--- src/rtl/io_sink_pkg.sv ---
// Shared types and default parameters for the IO result sink.
//   sink_state_t : run-control FSM states
//   Def*         : default values for the io_result_sink parameters
package io_sink_pkg;

  typedef enum logic [1:0] {IDLE, START, RUN, DONE} sink_state_t;

  localparam int unsigned DefDataWidth = 25;
  localparam int unsigned DefDepth     = 8;
  localparam int unsigned DefExpected  = 16;
  localparam int unsigned DefTimeout   = 1024;

endpackage

--- src/rtl/sync_fifo.sv ---
// Synchronous first-word fall-through FIFO.
//   i_clk, i_rst_n : clock, asynchronous active-low reset
//   i_push, i_data : write strobe and word; caller must not push when full unless popping
//   i_pop          : read strobe; caller must not pop when empty
//   o_full/o_empty : occupancy flags
//   o_head         : word at the read pointer, straight from registers
module sync_fifo #(
  parameter int unsigned WIDTH = 25,
  parameter int unsigned DEPTH = 8
) (
  input  logic             i_clk,
  input  logic             i_rst_n,
  input  logic             i_push,
  input  logic [WIDTH-1:0] i_data,
  input  logic             i_pop,
  output logic             o_full,
  output logic             o_empty,
  output logic [WIDTH-1:0] o_head
);

  localparam int unsigned AW = $clog2(DEPTH);
  localparam logic [AW:0] PtrOne = 1;

  // Extra MSB on each pointer tells full from empty when the index bits match.
  logic [AW:0]      r_wr_ptr;
  logic [AW:0]      r_rd_ptr;
  logic [WIDTH-1:0] r_mem [DEPTH];

  assign o_empty = (r_wr_ptr == r_rd_ptr);
  assign o_full  = (r_wr_ptr[AW] != r_rd_ptr[AW]) &&
                   (r_wr_ptr[AW-1:0] == r_rd_ptr[AW-1:0]);
  assign o_head  = r_mem[r_rd_ptr[AW-1:0]];

  always_ff @(posedge i_clk or negedge i_rst_n) begin
    if (!i_rst_n) begin
      r_wr_ptr <= '0;
      r_rd_ptr <= '0;
      for (int i = 0; i < DEPTH; i++) begin
        r_mem[i] <= '0;
      end
    end else begin
      if (i_push) begin
        r_mem[r_wr_ptr[AW-1:0]] <= i_data;
        r_wr_ptr                <= r_wr_ptr + PtrOne;
      end
      if (i_pop) begin
        r_rd_ptr <= r_rd_ptr + PtrOne;
      end
    end
  end

endmodule

--- src/rtl/io_result_sink.sv ---
// Host-side endpoint of the CPU IO channel: launches a run, captures result words into a FIFO
// and ends the run on an expected word count or an inactivity timeout.
//   clock, reset      : clock, asynchronous active-low reset
//   go                : run request (honoured in IDLE/DONE)
//   startIO           : one-cycle start pulse to the CPU
//   outFlagIOWB, out  : CPU result strobe and word
//   rd_valid/ready/data : FIFO drain port (first-word fall-through)
//   busy, done        : run status
//   overflow          : sticky, a word was dropped on a full FIFO this run
//   timed_out         : sticky, the last run ended by timeout
//   word_count        : words seen this run, dropped ones included
module io_result_sink
  import io_sink_pkg::*;
#(
  parameter int unsigned DATAWIDTH = DefDataWidth,
  parameter int unsigned DEPTH     = DefDepth,
  parameter int unsigned EXPECTED  = DefExpected,
  parameter int unsigned TIMEOUT   = DefTimeout
) (
  input  logic                         clock,
  input  logic                         reset,
  input  logic                         go,
  output logic                         startIO,
  input  logic                         outFlagIOWB,
  input  logic [DATAWIDTH-1:0]         out,
  output logic                         rd_valid,
  input  logic                         rd_ready,
  output logic [DATAWIDTH-1:0]         rd_data,
  output logic                         busy,
  output logic                         done,
  output logic                         overflow,
  output logic                         timed_out,
  output logic [$clog2(EXPECTED+1)-1:0] word_count
);

  localparam int unsigned CntW  = $clog2(EXPECTED + 1);
  localparam int unsigned IdleW = $clog2(TIMEOUT);
  localparam logic [CntW-1:0]  CntOne  = 1;
  localparam logic [IdleW-1:0] IdleOne = 1;
  localparam logic [CntW-1:0]  CntLast = CntW'(EXPECTED - 1);
  localparam logic [IdleW-1:0] IdleMax = IdleW'(TIMEOUT - 1);

  sink_state_t    r_state;
  sink_state_t    w_state_next;
  logic [CntW-1:0]  r_word_count;
  logic [IdleW-1:0] r_idle_cnt;
  logic             r_overflow;
  logic             r_timed_out;

  logic w_full;
  logic w_empty;
  logic w_pop;
  logic w_push;
  logic w_capture;
  logic w_last;
  logic w_expire;
  logic w_enter_start;

  assign w_capture     = (r_state == RUN) && outFlagIOWB;
  assign w_pop         = !w_empty && rd_ready;
  // A full FIFO still accepts the word when a slot frees up in the same cycle.
  assign w_push        = w_capture && (!w_full || w_pop);
  assign w_last        = w_capture && (r_word_count == CntLast);
  // A capture always wins over an expiring idle counter.
  assign w_expire      = !w_capture && (r_idle_cnt == IdleMax);
  assign w_enter_start = ((r_state == IDLE) || (r_state == DONE)) && go;

  always_comb begin
    w_state_next = r_state;
    unique case (r_state)
      IDLE:    if (go) w_state_next = START;
      START:   w_state_next = RUN;
      RUN:     if (w_last || w_expire) w_state_next = DONE;
      DONE:    if (go) w_state_next = START;
      default: w_state_next = IDLE;
    endcase
  end

  always_ff @(posedge clock or negedge reset) begin
    if (!reset) begin
      r_state      <= IDLE;
      r_word_count <= '0;
      r_idle_cnt   <= '0;
      r_overflow   <= 1'b0;
      r_timed_out  <= 1'b0;
    end else begin
      r_state <= w_state_next;
      if (w_enter_start) begin
        r_word_count <= '0;
        r_idle_cnt   <= '0;
        r_overflow   <= 1'b0;
        r_timed_out  <= 1'b0;
      end else if (r_state == RUN) begin
        if (w_capture) begin
          r_word_count <= r_word_count + CntOne;
          r_idle_cnt   <= '0;
          if (w_full && !w_pop) begin
            r_overflow <= 1'b1;
          end
        end else if (w_expire) begin
          r_timed_out <= 1'b1;
        end else begin
          r_idle_cnt <= r_idle_cnt + IdleOne;
        end
      end
    end
  end

  sync_fifo #(
    .WIDTH (DATAWIDTH),
    .DEPTH (DEPTH)
  ) u_fifo (
    .i_clk   (clock),
    .i_rst_n (reset),
    .i_push  (w_push),
    .i_data  (out),
    .i_pop   (w_pop),
    .o_full  (w_full),
    .o_empty (w_empty),
    .o_head  (rd_data)
  );

  assign rd_valid   = !w_empty;
  assign startIO    = (r_state == START);
  assign busy       = (r_state == START) || (r_state == RUN);
  assign done       = (r_state == DONE);
  assign overflow   = r_overflow;
  assign timed_out  = r_timed_out;
  assign word_count = r_word_count;

endmodule
--- config.mk ---
export PLATFORM = sky130hd
export DESIGN_NAME = io_result_sink
export DESIGN_NICKNAME = d
export VERILOG_FILES = /design/src/rtl/io_sink_pkg.sv /design/src/rtl/sync_fifo.sv /design/src/rtl/io_result_sink.sv
export SDC_FILE = /design/constraint.sdc
export NUM_CORES = 1
export LEC_CHECK = 0
export ABC_AREA = 1
export ABC_CLOCK_PERIOD_IN_PS = 2000
export CAP_MARGIN = 20
export CORE_AREA = 2 2 165 167
export CTS_CLUSTER_SIZE = 16
export DETAILED_ROUTE_END_ITERATION = 6
export DIE_AREA = 0 0 167 169
export SETUP_SLACK_MARGIN = 0.5
export SLEW_MARGIN = 40
export SYNTH_ARGS = -nofsm -noshare
export SYNTH_HDL_FRONTEND = slang
export SYNTH_SLANG_ARGS = --single-unit
--- constraint.sdc ---
create_clock -name clock -period 2 [get_ports clock]
set_clock_uncertainty 0.15 [all_clocks]
set_input_delay 0.6 -clock clock [delete_from_list [all_inputs] [get_ports clock]]
set_output_delay 0.6 -clock clock [all_outputs]
set_load 0.1 [all_outputs]
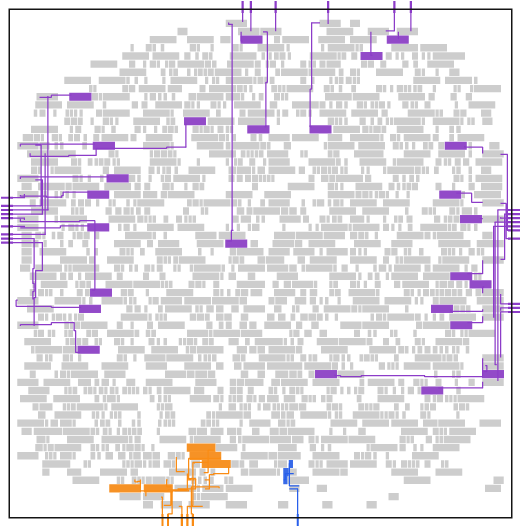
Run 1: port wiring
Drawn at 3 px/µm.
purple -> rd_data  # bits 25, direction output, end cells 25, buffers 25, wire 1,090 µm
orange -> word_count  # bits 5, direction output, end cells 5, buffers 5, wire 181 µm
blue -> rd_ready  # bits 1, direction input, end cells 3, buffers 2, wire 27.9 µm
I/O Buffers: 65
IO Count: 66

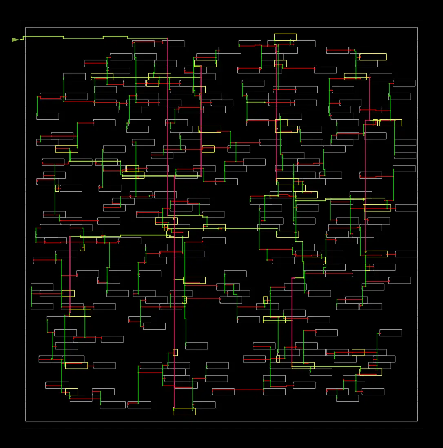
Run 1: clock nets
clock insertion delay at the later pin of the skew report: 0.53 ns
total clock sinks: 227
clock buffers: 40
final sequential cell count: 227

==> run notes, run 1 <==
Reports from this run.

- The flow ran to the end, but the final reports show violations.
- The final reports fail on setup timing.
- The start point of the worst min-delay path is u_fifo.r_mem[37].
- The largest net degree at the start of global routing is 51.
- The total met3 wirelength after detailed routing is 2170 µm.
- The chip area is roughly 28,000 µm².
- The post-synthesis register bit count is 227.
- The cell count of the worst reg-to-reg path reads 13.
- The via count of the first global-routing pass is ~11,000.
- The most congested layer reported by global routing reads met2.
- Global routing consumed, on the met2 layer, 45.7% of the routing resources.
- The effective utilization at floorplan is 44.0%.
- The transition time at the pin with the least slew margin is 0.487 ns.
- The number of cells in the yosys synthesis report reads 1,496.
- After detailed routing, the wire length on met1 is 16,700 µm.
- The setup slack of the critical path after layout is -0.803 ns.
- In this run the worst hold path is classified as reg2reg.
- The total placed cells including tap cells is between 1,500 and 2,000.
- The detailed-routing iteration count for the pre-antenna-repair pass is 5.
- Subtracting the final worst setup slack from the clock period gives 2.80 ns.
- The total power consumption of the routed design reads 31.1 mW.
- The uppermost signal routing layer after detailed routing is met4.
- The area of the core reads 26,500 µm².
- The script logs the ratio of routed vias to standard cells as 5.78.
- The CTS tree reads yes.
- The main flop type after synthesis reads sky130_fd_sc_hd__dfrtp_1.
- The sequential fraction of the synthesis area is between 40% and 50%.
- The worst setup path is launched from a flop.
- The critical path data arrival time reads 2.05 ns.
- Per the power-grid run, VDD falls by no more than 0.00229 V.
- The area used by multi-input combinational logic is 5760 µm².
- By startpoint and endpoint, the worst setup path is classified as reg2out.
- The chip width is 167 µm.
- Cells fill 58.4% of the core in the end.
- Looking at the clock tree report, the root buffer type is sky130_fd_sc_hd__clkbuf_16.
- The number of pins exceeding their max-slew limit in the final report is 0.
- During synthesis, Yosys emitted a total of 0 warnings.
- The synthesis-to-layout area growth is 32.7%.
- The final-report setup violation count is 233.
- In this run the remaining antenna-violating nets after routing total 0.
- The overall track demand over capacity in global routing is 27.2%.
- Along the worst path, the maximum fanout reaches 13.
- The routed length on met2 reads 18,400 µm.
- Across the run, the number of max-cap violations was 0.
- The destination of the worst hold path reads u_fifo.r_mem[37].
- The global placer's final weighted congestion reads approximately 0.85.
- Ranking logic cells in the layout by count gives the top entries 470 x sky130_fd_sc_hd__nand2_1, 218 x sky130_fd_sc_hd__dfrtp_1, 201 x sky130_fd_sc_hd__nand4_1.
- In this run, the number of DRC markers left after iteration 0 of detailed routing was 915.
- After detailed routing, the average wire length per cell comes to 19.8 µm.
- The share of post-route cells with drive strength above 1 reads approximately a fifth.
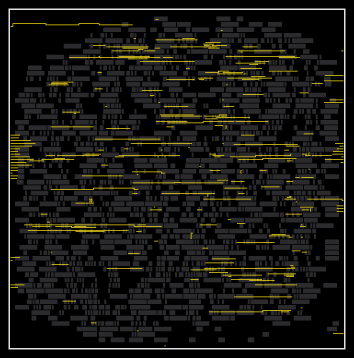
Run 1: M3 wires
Drawn at 2 px/µm.
longest straight run = 55.0 µm
wire length on this layer = 2,170 µm
met3 track demand over resource: 3.37%
total via count after detailed routing: 11,181
post-detailed-routing wire length: 38,300 µm

[run 1: power by group]
group | switching (mW) | total (mW) | internal [mW]
logic | 11.8 | 18.6 | 6.85
registers | 1.09 | 7.40 | 6.31
clock network | 1.96 | 5.04 | 3.08
total | 14.8 | 31.1 | 16.2
[run 1: kinds of logic (layout without fill, tap and decap cells)]
group,Yosys count,in the layout,synth area share (%)
compound gates,163,163,7.57
other cells,0,1,0
xor+xnor,10,10,0.751
simple gates,916,916,34.8
flops,227,227,48.7
buf+inv,171,269,7.22
fa+ha+maj,9,9,0.965
[run 1: state kept, by name, summed over array words and instances (netlist names)]
| signal | flops |
|---|---|
| timed_out | 1 |
| u_fifo.r_mem | 200 |
| u_fifo.r_rd_ptr | 4 |
| r_state | 2 |
| u_fifo.r_wr_ptr | 4 |
| r_idle_cnt | 10 |
| overflow | 1 |
| word_count | 5 |
[run 1: timing repair]
action                     CTS  global route
pin swaps                    6             8
setup endpoints to repair  263           263
setup buffers                5             2
hold endpoints to repair    40             0
hold buffers                 1             0
resized                     32            10
cloned                       3             0
[run 1: layout make-up]
type                    count  area share [%]
diodes                      1          0.0162
clock buffers              40            5.33
clock inverters             8           0.582
inverters                  26           0.735
multi-input cells        1098            37.2
flip-flops and latches    227            36.8
well taps                 341            2.76
repair buffers            195            16.6
[run 1: Yosys cell counts (4+ instances only)]
cell	number	area share [%]
sky130_fd_sc_hd__xnor2_1	6	0.45
sky130_fd_sc_hd__nand2_1	542	17
sky130_fd_sc_hd__buf_1	8	0.26
sky130_fd_sc_hd__dfrtp_1	227	49
sky130_fd_sc_hd__inv_1	23	0.74
sky130_fd_sc_hd__buf_2	34	1.5
sky130_fd_sc_hd__o21ai_0	108	4.6
sky130_fd_sc_hd__clkbuf_1	79	2.5
sky130_fd_sc_hd__nand3_1	31	1.3
sky130_fd_sc_hd__nand4_1	201	11
sky130_fd_sc_hd__o22ai_1	51	2.7
sky130_fd_sc_hd__buf_6	18	1.7
sky130_fd_sc_hd__nor2_1	125	4.0
sky130_fd_sc_hd__buf_4	6	0.39
sky130_fd_sc_hd__xor2_1	4	0.30
sky130_fd_sc_hd__ha_1	9	0.97
sky130_fd_sc_hd__nor2_2	6	0.32
[run 1: how the worst max path moves through the flow]
stage,depth (start not counted),endpoint,slack [ns],startpoint
final,8,rd_data[18],-0.80,u_fifo.r_rd_ptr[1]
after global placement,7,rd_data[6],-0.23,u_fifo.r_rd_ptr[0]
after global routing,7,rd_data[6],-0.87,u_fifo.r_rd_ptr[0]
after CTS,7,rd_data[1],-0.79,u_fifo.r_rd_ptr[0]
after floorplan,7,rd_data[18],-0.04,u_fifo.r_rd_ptr[0]
after detailed placement,7,rd_data[6],-0.24,u_fifo.r_rd_ptr[0]
[run 1: critical path, cell delays in order, from the launching register on]
cell                      delay [ns]
sky130_fd_sc_hd__dfrtp_2        0.46
sky130_fd_sc_hd__inv_4          0.14
sky130_fd_sc_hd__buf_12         0.17
sky130_fd_sc_hd__buf_4          0.12
sky130_fd_sc_hd__o21ai_0        0.07
sky130_fd_sc_hd__o22ai_1        0.18
sky130_fd_sc_hd__nand2_2        0.12
sky130_fd_sc_hd__nand2_8        0.08
sky130_fd_sc_hd__buf_12         0.16
Run 1, placement by cell class:
Drawn at 1.5 px/µm.
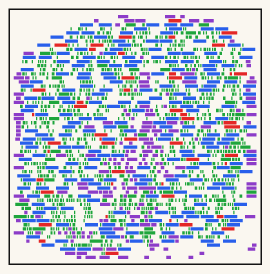

## Run 2: what changed since run 1
Settings changed: ABC_CLOCK_PERIOD_IN_PS 2000 to 3600, CORE_AREA 2 2 165 167 to 2 2 143 145, DIE_AREA 0 0 167 169 to 0 0 145 147, PLACE_DENSITY set to 0.79.
Clock period 2 ns to 3.6 ns, I/O delays scaled along.
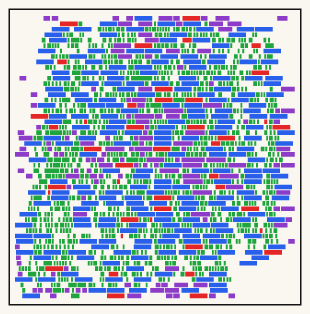
Run 2: placement by cell class
Drawn at 2 px/µm.
blue -> sequential cells  # cells 227, share of their area 41%
red -> clock drivers and dummy loads  # cells 42, share of their area 5.7%
green -> remaining logic cells  # cells 1,126, share of their area 39%
purple -> remaining buffers and delay cells  # cells 141, share of their area 14%
proportion of cell area occupied by registers: 39.6%
final instance area: 14,300 µm²
post-route core utilization: 72.3%

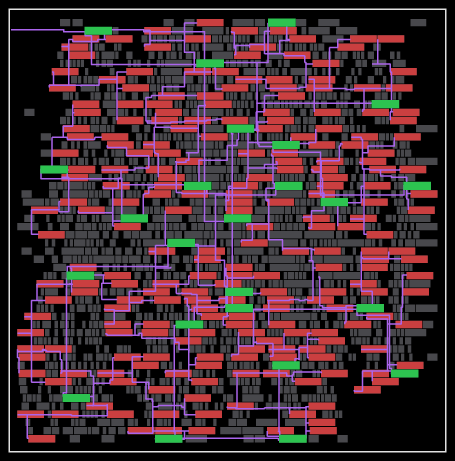
Run 2: clock wires, drivers and flops
Drawn at 3 px/µm.
red -> flip-flops  # count 227
green -> clock-net drivers  # count 24
purple -> clock wires  # length 3,000 µm
routed clock nets = 25
flops lie = widely spread
portion of total power attributed to the clock network: 15.1%
Clock net power: 2.53 mW

==> run notes, run 2 <==
Reports from this run.

- After the first detailed-routing iteration, the DRC count stood at 2,169.
- Of the cells placed in the final design, the portion with a size suffix greater than 1 is 14.6%.
- Detailed routing inserted a total of 11,849 vias.
- The biggest area consumer among synthesized cells is sky130_fd_sc_hd__dfrtp_1.
- The post-synthesis register bit count is 227.
- Looking at the clock tree report, the root buffer type is sky130_fd_sc_hd__clkbuf_16.
- The run finished, with violations left.
- The die is between 100 and 150 µm wide.
- The number of cells reported by Yosys stat comes to 1,496.
- The total I/O pin count is 66.
- As logged by OpenROAD, the buffers inserted on ports number 65.
- The report puts the hold buffer count at CTS at 0.
- Between the synthesized netlist and the finished layout, the area growth was recorded as 22.9%.
- Per the timing report, the biggest fanout along the worst path comes to 6.
- The checks that failed: DRC.
- The smallest clock period supported by the final layout is computed as 3.41 ns.
- The via count of the first global-routing pass reads about 11,000.
- The setup slack of the critical path after layout reads roughly 0.19 ns.
- The mean number of vias per cell is 6.56.
- The commonest cells after synthesis are 542 x sky130_fd_sc_hd__nand2_1, 227 x sky130_fd_sc_hd__dfrtp_1, 201 x sky130_fd_sc_hd__nand4_1, 125 x sky130_fd_sc_hd__nor2_1, 108 x sky130_fd_sc_hd__o21ai_0.
- The number of nets still failing antenna checks after routing is 0.
- The number of antenna diodes in the final layout is 0.
- The max-capacitance violation count reads 0.
- More flip-flops sit in one register than any other, and that register is u_fifo.r_mem.
- Dividing the detail-routed wire length by the instance count gives ~22 µm.
- The design draws 16.7 mW.
- The number of flip-flops in the largest register is around 200.
- The number of clock sinks seen by CTS is 227.
- In the routed design, unresolved DRC markers number 2.
- The effective utilization at floorplan reads 58.8%.
- The transition time at the pin with the least slew margin is between 0.7 and 0.8 ns.
- The critical path data arrival time reads 2.18 ns.
- The CTS tree is yes.
- The area of the core is 19,800 µm².
- RePlAce ended its routability-driven mode at a weighted congestion of roughly 0.83.
- The worst min-delay path category is reg2reg.
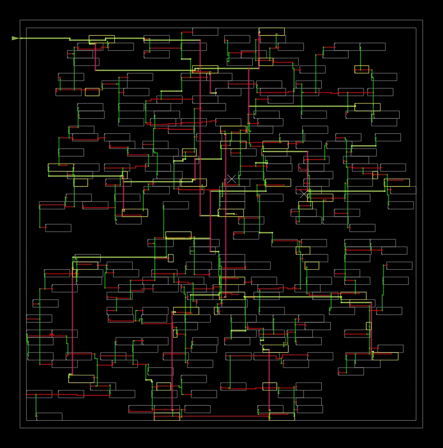
Run 2: clock nets
clock buffers: 38
clock buffer count from CTS: 24

-- run 2: metrics by stage --
stage	area [µm²]	cells
final	14300	1806
after global routing	14300	1806
after CTS	14100	1796
after detailed placement	12700	1730
after global placement	12700	1730
after floorplan	11700	1496
-- run 2: logic make-up (layout without fill, tap and decap cells) --
kind of cell	Yosys count	in the layout	synth area share (%)
and+or+nand+nor	916	916	34.8
DFF	227	227	48.7
buffers and inverters	171	211	7.22
AOI/OAI and AO/OA	163	163	7.57
xor gates and xnor gates	10	10	0.751
adders and majority gates	9	9	0.965
-- run 2: metal layers --
layer,up-vias,routed length [µm],global-route usage [%]
li1,5095,-,-
met1,5562,14500,47.0
met2,957,17900,55.0
met3,235,5400,8.73
met4,0,2230,18.7
met5,-,0,0
-- run 2: path summary, 6_finish.rpt --
kind                                     from                 to  slack [ns]  cells past startpoint
setup / recovery           u_fifo.r_rd_ptr[0]         rd_data[4]        0.19                      8
hold / removal              u_fifo.r_mem[171]  u_fifo.r_mem[171]        0.32                      2
setup reg to reg           u_fifo.r_rd_ptr[1]  u_fifo.r_mem[151]        0.88                     12
hold reg to reg             u_fifo.r_mem[171]  u_fifo.r_mem[171]        0.32                      2
max in group asynchronous               reset   u_fifo.r_mem[16]        2.05                      2
min in group asynchronous               reset  u_fifo.r_mem[161]        0.33                      1
-- run 2: where the power goes --
part / switching (mW) / total, mW / internal, mW
Sequential: 0.663 / 4.16 / 3.50
Combinational: 6.54 / 10.0 / 3.47
Clock: 1.06 / 2.53 / 1.46
Total: 8.26 / 16.7 / 8.43
-- run 2: final cells by class --
cell class              count  area [µm²]
inverters                  26         133
fillers                  1407        5510
multi-input cells        1098        5340
well taps                 270         338
repair buffers            141        2020
clock buffers              38         774
clock inverters             4        20.0
repair inverters            2        32.5
flip-flops and latches    227        5680
-- run 2: worst max-delay path, cell delays in order, from the launching register on --
cell,delay [ns]
sky130_fd_sc_hd__dfrtp_2,0.46
sky130_fd_sc_hd__buf_6,0.13
sky130_fd_sc_hd__buf_12,0.13
sky130_fd_sc_hd__buf_16,0.13
sky130_fd_sc_hd__o21ai_1,0.07
sky130_fd_sc_hd__o22ai_1,0.21
sky130_fd_sc_hd__nand2_1,0.13
sky130_fd_sc_hd__nand2_2,0.17
sky130_fd_sc_hd__buf_12,0.19
-- run 2: timing repair --
action / 4_1_cts / 5_1_grt
setup endpoints to repair: 26 / 26
resized: 62 / 38
cloned: 13 / 7
pin swaps: 28 / 26
setup buffers: 11 / 3
Power and IR drop assume default switching activity.
